Design viterbi_decode_flat, sky130hd; sources not shown.
### Metal layers overlaid, run 1

Drawn at 2 px/um.
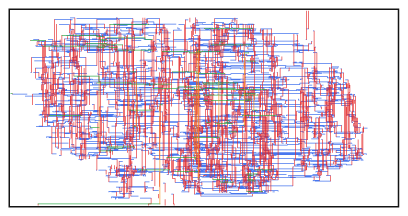
[blue] met1 | wire length: 8870 um
[green] met3 | wire length: 752 um
[red] met2 | wire length: 8310 um
[orange] met4 | wire length: 335 um
drt total wl: 18300 um
total routing usage reported by global routing: 0.196

### Supply network, run 1

Drawn at 2 px/um. Pins as bars on the die edge. Tap cells in gray.
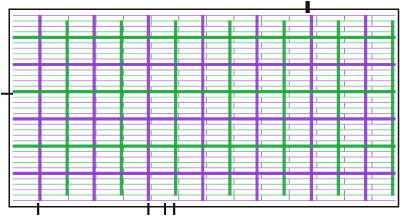
[green] VDD
[purple] VSS
rows: 34
met5 straps: 6
signal pins: 7
height of the die: 98.0 um
Die W: 194 um
Core Box Area: 17700 um2

### Met2 routing, run 1

Drawn at 2 px/um.
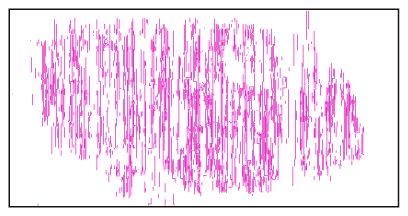
wire length on this layer: 8310 um
main direction: vertical
nets with wire on the layer: 692
vias post-DR: 5740
met2 track demand over resource in global routing: 0.325

==> summary.log, run 1 <==
INFO  yosys          synth_stat.cells=774
INFO  timing         final-hold-violation-count=0
INFO  placement      gp_congestion=0.876
INFO  worst_setup_path worst_case_register_to_register_setup_slack=3.66ns
INFO  clocking       cts.reportedPaths.clkPinSlew=0.06ns
INFO  clocking       cts_num_sinks=78
INFO  clocking       tritoncts=yes
INFO  worst_setup_path worst_setup_path_end_kind=flip-flop
INFO  yosys          synth_top_cell_by_count=nor2_1
INFO  detailed_routing drt_pre_antenna_iters=5
INFO  flow_run       openroad.warnings=34
INFO  timing         final-max-slew-violation-count=0
INFO  flow_run       cap_violations=0
INFO  yosys          top_area_frac=0.242
INFO  placement      dpl.hpwl=13800um
INFO  timing         clock_skew=0.00698ns
INFO  yosys          logic_family=AND-OR/OR-AND gates
INFO  yosys          largest_area_cell=dfxtp_1
INFO  yosys          simple_gate_area_share=0.161
INFO  cells_and_area filler_cell_count=1822
INFO  clocking       setup_fix_buffers_added_after_clock_tree_synthesis=0
INFO  cells_and_area mi_logic_area=4540um2
INFO  yosys          synth_warnings=0
INFO  hold_path      min_path_type=flip-flop to flip-flop
INFO  yosys          topCellsByArea=dfxtp_1 (24%), ha_1 (10%), mux2i_1 (9.8%)
INFO  floorplanning  io_pins=7
INFO  detailed_routing drt-wirelength-per-cell=17.8um
INFO  grt            globalRoute.totalOverflow=0
INFO  timing         fin_tns_setup=0ns
INFO  cells_and_area largest_register_ffs=55
INFO  detailed_routing routed_via_density=5.58
INFO  grt            first_global_vias=5486
INFO  yosys          synth_top_flop_cell=dfxtp_1
INFO  yosys          number_of_flops_mapped_to_enable_cells_by_yosys=0
INFO  cells_and_area design.final.nets=847
INFO  clocking       clk_tree_root_cell=clkbuf_16
INFO  yosys          postSynthAreaPerCell=8.33um2
INFO  worst_setup_path arrival=11.62ns
INFO  cells_and_area ff_latch_area=1560um2
INFO  yosys          netlist-cell-type-count=89
INFO  run_status     status=completed
INFO  floorplanning  row_count=34
INFO  yosys          syn_area=6450um2
INFO  yosys          seq_area_frac_synth=0.242
INFO  floorplanning  chipArea=19000um2
INFO  worst_setup_path critical-path-top-cell-by-count=ha_1
INFO  timing         worst_slew_pin_slew=0.943ns
INFO  worst_setup_path timing.critical_path.required=13.64ns
INFO  cells_and_area layout.cells.most_common=nor2_1
INFO  yosys          yosys_register_bits=78
INFO  clocking       htree_levels=3
INFO  cells_and_area layout_top_cells=nor2_1 (111), dfxtp_1 (78), mux2i_1 (63)
INFO  detailed_routing drt-initial-drc-count=366
INFO  timing         fin_crit=11.37ns
INFO  clocking       tritoncts.num_buffers=9
INFO  worst_setup_path r2r_cells=39
INFO  placement      io_buffer_count=4
INFO  worst_setup_path cpPeakStageDelay=0.63ns
INFO  grt            grt_start_max_net_pins=15
INFO  clocking       ctsLongestPathBuffers=2
INFO  hold_path      whs_path_depth=2
INFO  floorplanning  fp_util=0.364
INFO  yosys          postSynthNetCount=832
INFO  timing         finalCritPeriodShare=0.849
INFO  timing         timing.slew.headroom=0.369
INFO  clocking       clock_latency=0.34ns
INFO  grt            global_route_wire_length_before_repair=29400um
INFO  yosys          xor_area_frac=0.0621
INFO  detailed_routing drc_errors=0
INFO  yosys          synth.top_cells.by_count=nor2_1 (111), dfxtp_1 (78), mux2i_1 (63)
INFO  grt            number_of_antenna_violations_at_the_first_check_in_global_routing=0
INFO  cells_and_area finalCoreUtilization=0.401
INFO  clocking       cts.hold.buffers_added=0
INFO  worst_setup_path setup.worst_path.class=input port to flip-flop
INFO  yosys          synth-adder-area-share=0.106
INFO  worst_setup_path crit_fanout=10
INFO  worst_setup_path timing.critical_path.slowest_stage_cell=mux2i_1
INFO  cells_and_area num_antenna_cells=0
INFO  detailed_routing drt.antenna.violating_nets=0
INFO  timing         setup-violations-final=0
INFO  yosys          post_synth_ao_oa_area_fraction=0.259
INFO  clocking       postCtsResizedCells=0
INFO  timing         unrepaired_setup_endpoints_after_global_routing=false
INFO  timing         fmax=87.9MHz
INFO  worst_setup_path crit_path_start_kind=input port
INFO  cells_and_area area_delta_synth_final=10.2%
INFO  cells_and_area final_layout_size_suffix_gt1_frac=0.0945
INFO  yosys          synth.yosys.chip_area=6450um2
INFO  yosys          synth_async_sr_flop_share=0
INFO  yosys          synthCells=774
INFO  yosys          mux_area_frac=0.116
[run 1: critical path, delay by kind of cell]
family                     cells  cell delay [ns]
AOI/OAI and AO/OA             15             3.57
and+or+nand+nor                8             1.65
adders and majority gates      9             2.52
xor gates and xnor gates       1             0.26
buffers and inverters          8             1.66
muxes                          1             0.63
[run 1: kinds of logic (layout without fill, tap and decap cells)]
family / count (synthesis) / count (layout)
flops: 78 / 78
fa+ha+maj: 55 / 55
buf+inv: 82 / 102
mux: 73 / 73
xor+xnor: 44 / 44
compound gates: 218 / 218
simple gates: 224 / 224
[run 1: layout make-up]
type | instances | area share
Tap cell | 234 | 0.0412
Clock buffer | 10 | 0.0322
Sequential cell | 78 | 0.220
Inverter | 37 | 0.0196
Clock inverter | 6 | 0.0130
Timing Repair Buffer | 4 | 0.00564
Multi-Input combinational cell | 614 | 0.639
Buffer | 45 | 0.0291
[run 1: metal layers]
metal  wire (um)  global-route usage  up-vias
met5           0                   0        -
met4         334              0.0629        0
met3         752              0.0263       21
met2        8310               0.325      139
met1        8870               0.264     2726
li1            -                   -     2854
[run 1: through the flow]
stage	std cells	worst slack (ns)	hold slack [ns]	area (um2)
after floorplan	774	4.25	0.435	6450
after global placement	1012	1.78	0.448	6780
after detailed placement	1012	1.78	0.459	6780
after CTS	1028	2.08	0.473	7100
after global routing	1028	1.08	0.500	7100
final	1028	2.02	0.471	7100
==> run 2: changes to the inputs <==
--- a/config.mk
+++ b/config.mk
@@ -10,7 +10,7 @@
 export CORE_UTILIZATION = 35
 export DETAILED_ROUTE_END_ITERATION = 6
 export GPL_TIMING_DRIVEN = 0
-export PLACE_DENSITY = 0.54
+export PLACE_DENSITY = 0.56
 export SLEW_MARGIN = 5
 export SYNTH_ARGS = -nofsm -noshare
 export SYNTH_HDL_FRONTEND = slang
==> constraint.sdc (replaced) <==
create_clock -name clk_sig -period 9.7 [get_ports clk_sig]
set_input_delay 0.97 -clock clk_sig [delete_from_list [all_inputs] [get_ports clk_sig]]
set_output_delay 0.97 -clock clk_sig [all_outputs]
set_load 0.05 [all_outputs]
==> run 2 against run 1 <==
  * Utilization increased by 1.3 points
  * First-iteration DRC count decreased by 3.6%
  * Non-clock buffer count rose by 10
  * Critical path type unchanged
  * Critical endpoint is now u_core.pm_q[9]
==> summary.log, run 2 <==
INFO  worst_setup_path timing.critical_path.required=9.94ns
INFO  timing         finalCritPeriodShare=0.930
INFO  grt            global_route_wire_length_before_repair=30200um
INFO  detailed_routing routed_via_density=5.58
INFO  detailed_routing drt_pre_antenna_iters=4
INFO  worst_setup_path setup.worst_path.class=input port to flip-flop
INFO  worst_setup_path worst_setup_path_end_kind=flip-flop
INFO  detailed_routing drt-initial-drc-count=353
INFO  timing         final_critical_path_setup_slack=0.676ns
INFO  cells_and_area stdcell_area=7320um2
INFO  worst_setup_path r2r_cells=39
INFO  yosys          yosys_register_bits=78
INFO  cells_and_area largest_register_ffs=55
INFO  grt            layer_with_the_highest_usage=met2
INFO  timing         final-hold-violation-count=0
INFO  worst_setup_path cpLargestDelayFamily=AND-OR/OR-AND gates
INFO  grt            gr-usage-met1=0.266
INFO  yosys          postSynthAreaPerCell=8.33um2
INFO  floorplanning  fp_util=0.364
INFO  worst_setup_path crit_fanout=9
INFO  worst_setup_path critical-path-top-cell-by-count=ha_1
INFO  grt            use_met3=0.0356
INFO  clocking       cts_num_sinks=78
INFO  yosys          largest_area_cell=dfxtp_1
INFO  detailed_routing dr.max_layer_used=met4
INFO  timing         unrepaired_setup_endpoints_after_global_routing=false
INFO  worst_setup_path crit_path_start_kind=input port
INFO  cells_and_area num_antenna_cells=0
INFO  clocking       cts.reportedPaths.clkPinSlew=0.06ns
INFO  grt            grt_start_max_net_pins=14
INFO  cells_and_area filler_cell_count=1777
INFO  floorplanning  floorplan.die.width=194um
INFO  clocking       ctsLongestPathBuffers=2
INFO  clocking       htree_levels=3
INFO  yosys          synth_top_cell_by_count=nor2_1
INFO  detailed_routing drt.antenna.violating_nets=0
INFO  timing         setup-violations-final=0
INFO  detailed_routing route.layer.met1.wl=9070um
INFO  timing         worst_slew_pin_slew=0.976ns
INFO  cells_and_area design.final.nets=857
INFO  cells_and_area area_delta_synth_final=13.6%
INFO  yosys          seq_area_frac_synth=0.242
INFO  cells_and_area layout_top_cells=nor2_1 (110), dfxtp_1 (78), mux2i_1 (60)
INFO  flow_run       cap_violations=0
INFO  floorplanning  chipArea=19000um2
INFO  worst_setup_path worst_case_register_to_register_setup_slack=1.46ns
INFO  cells_and_area layout.cells.most_common=nor2_1
INFO  yosys          syn_area=6450um2
INFO  placement      gp_congestion=0.850
INFO  worst_setup_path timing.critical_path.slowest_stage_cell=or3_1
INFO  timing         timing.slew.headroom=0.347
INFO  yosys          synth_top_flop_cell=dfxtp_1
INFO  yosys          postSynthNetCount=832
INFO  cells_and_area final_layout_size_suffix_gt1_frac=0.124
INFO  detailed_routing met3WireLength=627um
INFO  placement      placed_cell_area=6780um2
INFO  floorplanning  fp.dieH=98.0um
INFO  hold_path      min_path_type=flip-flop to flip-flop
INFO  clocking       tritoncts=yes
INFO  placement      dpl.hpwl=13700um
INFO  detailed_routing met2WireLength=8230um
INFO  yosys          synth_stat.cells=774
INFO  grt            grt.total_usage=0.201
INFO  placement      io_buffer_count=4
INFO  yosys          number_of_flops_mapped_to_enable_cells_by_yosys=0
INFO  clocking       cts.hold.buffers_added=0
INFO  yosys          synth_warnings=0
INFO  timing         fmax=111MHz
INFO  floorplanning  io_pins=7
INFO  yosys          synthCells=774
INFO  yosys          synth_async_sr_flop_share=0
INFO  worst_setup_path crit_cells=42
INFO  clocking       clock_latency=0.34ns
INFO  run_status     status=completed
INFO  detailed_routing drc_errors=0
INFO  grt            globalRoute.totalOverflow=0
INFO  yosys          netlist-cell-type-count=89
INFO  timing         fin_crit=9.02ns
INFO  yosys          top_area_frac=0.242
INFO  placement      dp_slack=-1.65ns
INFO  yosys          topCellsByArea=dfxtp_1 (24%), ha_1 (10%), mux2i_1 (9.8%)
INFO  timing         final-max-slew-violation-count=0
INFO  worst_setup_path arrival=9.27ns
INFO  floorplanning  fp.coreArea=17700um2
INFO  floorplanning  row_count=34
INFO  clocking       tritoncts.num_buffers=9
INFO  timing         clock_skew=0.00902ns
INFO  yosys          synth.yosys.chip_area=6450um2
INFO  worst_setup_path critical_path.n_buffers_inverters=7
INFO  yosys          synth.top_cells.by_count=nor2_1 (111), dfxtp_1 (78), mux2i_1 (63)
INFO  flow_run       openroad.warnings=35
INFO  worst_setup_path cpPeakStageDelay=0.42ns
INFO  timing         fin_hold_ws=0.483ns
INFO  grt            number_of_antenna_violations_at_the_first_check_in_global_routing=0
INFO  hold_path      whs_path_depth=2
INFO  detailed_routing drt-wirelength-per-cell=17.7um
INFO  grt            first_global_vias=5741
INFO  clocking       clk_tree_root_cell=clkbuf_16
-- run 2: cell count changes in the layout (fill, tap and decap cells not counted), sizes merged --
cell	change
clkinvlp	-2
clkdlybuf4s50	-2
clkinv	+2
inv	-1
dlymetal6s2s	+2
buf	+10
clkbuf	+1
-- run 2: through the flow --
step | TNS, ns | util | cells
2_1_floorplan | 0 | - | 774
3_5_place_dp | -19.92 | 0.383 | 1012
4_1_cts | -0.203 | 0.404 | 1029
3_3_place_gp | -18.47 | 0.383 | 1012
6_report | 0 | 0.414 | 1038
5_1_grt | 0 | 0.414 | 1038
-- run 2: repair_timing --
| action | 4_1_cts | 5_1_grt |
|---|---|---|
| setup buffers | 2 | 9 |
| endpoints found under the setup margin | 16 | 16 |
| cloned | 0 | 0 |
| endpoints found under the hold margin | 0 | 0 |
| pin swaps | 1 | 5 |
| gates resized | 12 | 20 |
-- run 2: final cells by class --
cell class / instances / area (um2) / share of cell area
Multi-Input combinational cell: 614 / 4680 / 0.639
Clock inverter: 5 / 82.6 / 0.0113
Inverter: 37 / 139 / 0.0190
Tap cell: 234 / 293 / 0.0400
Clock buffer: 11 / 233 / 0.0318
Buffer: 44 / 209 / 0.0285
Sequential cell: 78 / 1560 / 0.213
Timing Repair Buffer: 15 / 128 / 0.0174
-- run 2: cell families (layout without fill, tap and decap cells) --
group,after synthesis,after routing,share of synthesized area
AND-OR/OR-AND,218,218,0.259
XOR/XNOR,44,44,0.0621
buffers and inverters,82,112,0.0536
flip-flops,78,78,0.242
adder cells (fa/ha/maj),55,55,0.106
multiplexers,73,73,0.116
AND/OR/NAND/NOR,224,224,0.161
### Met2 routing, run 2

Drawn at 2 px/um.
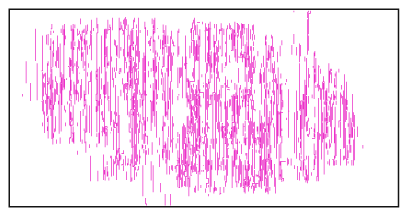
main direction: vertical
longest straight run: 59.5 um
nets with wire on the layer: 703
share of all routed wire: 45%
vias post-DR: 5791
drt total wl: 18400 um
met2 track demand over resource in global routing: 0.329

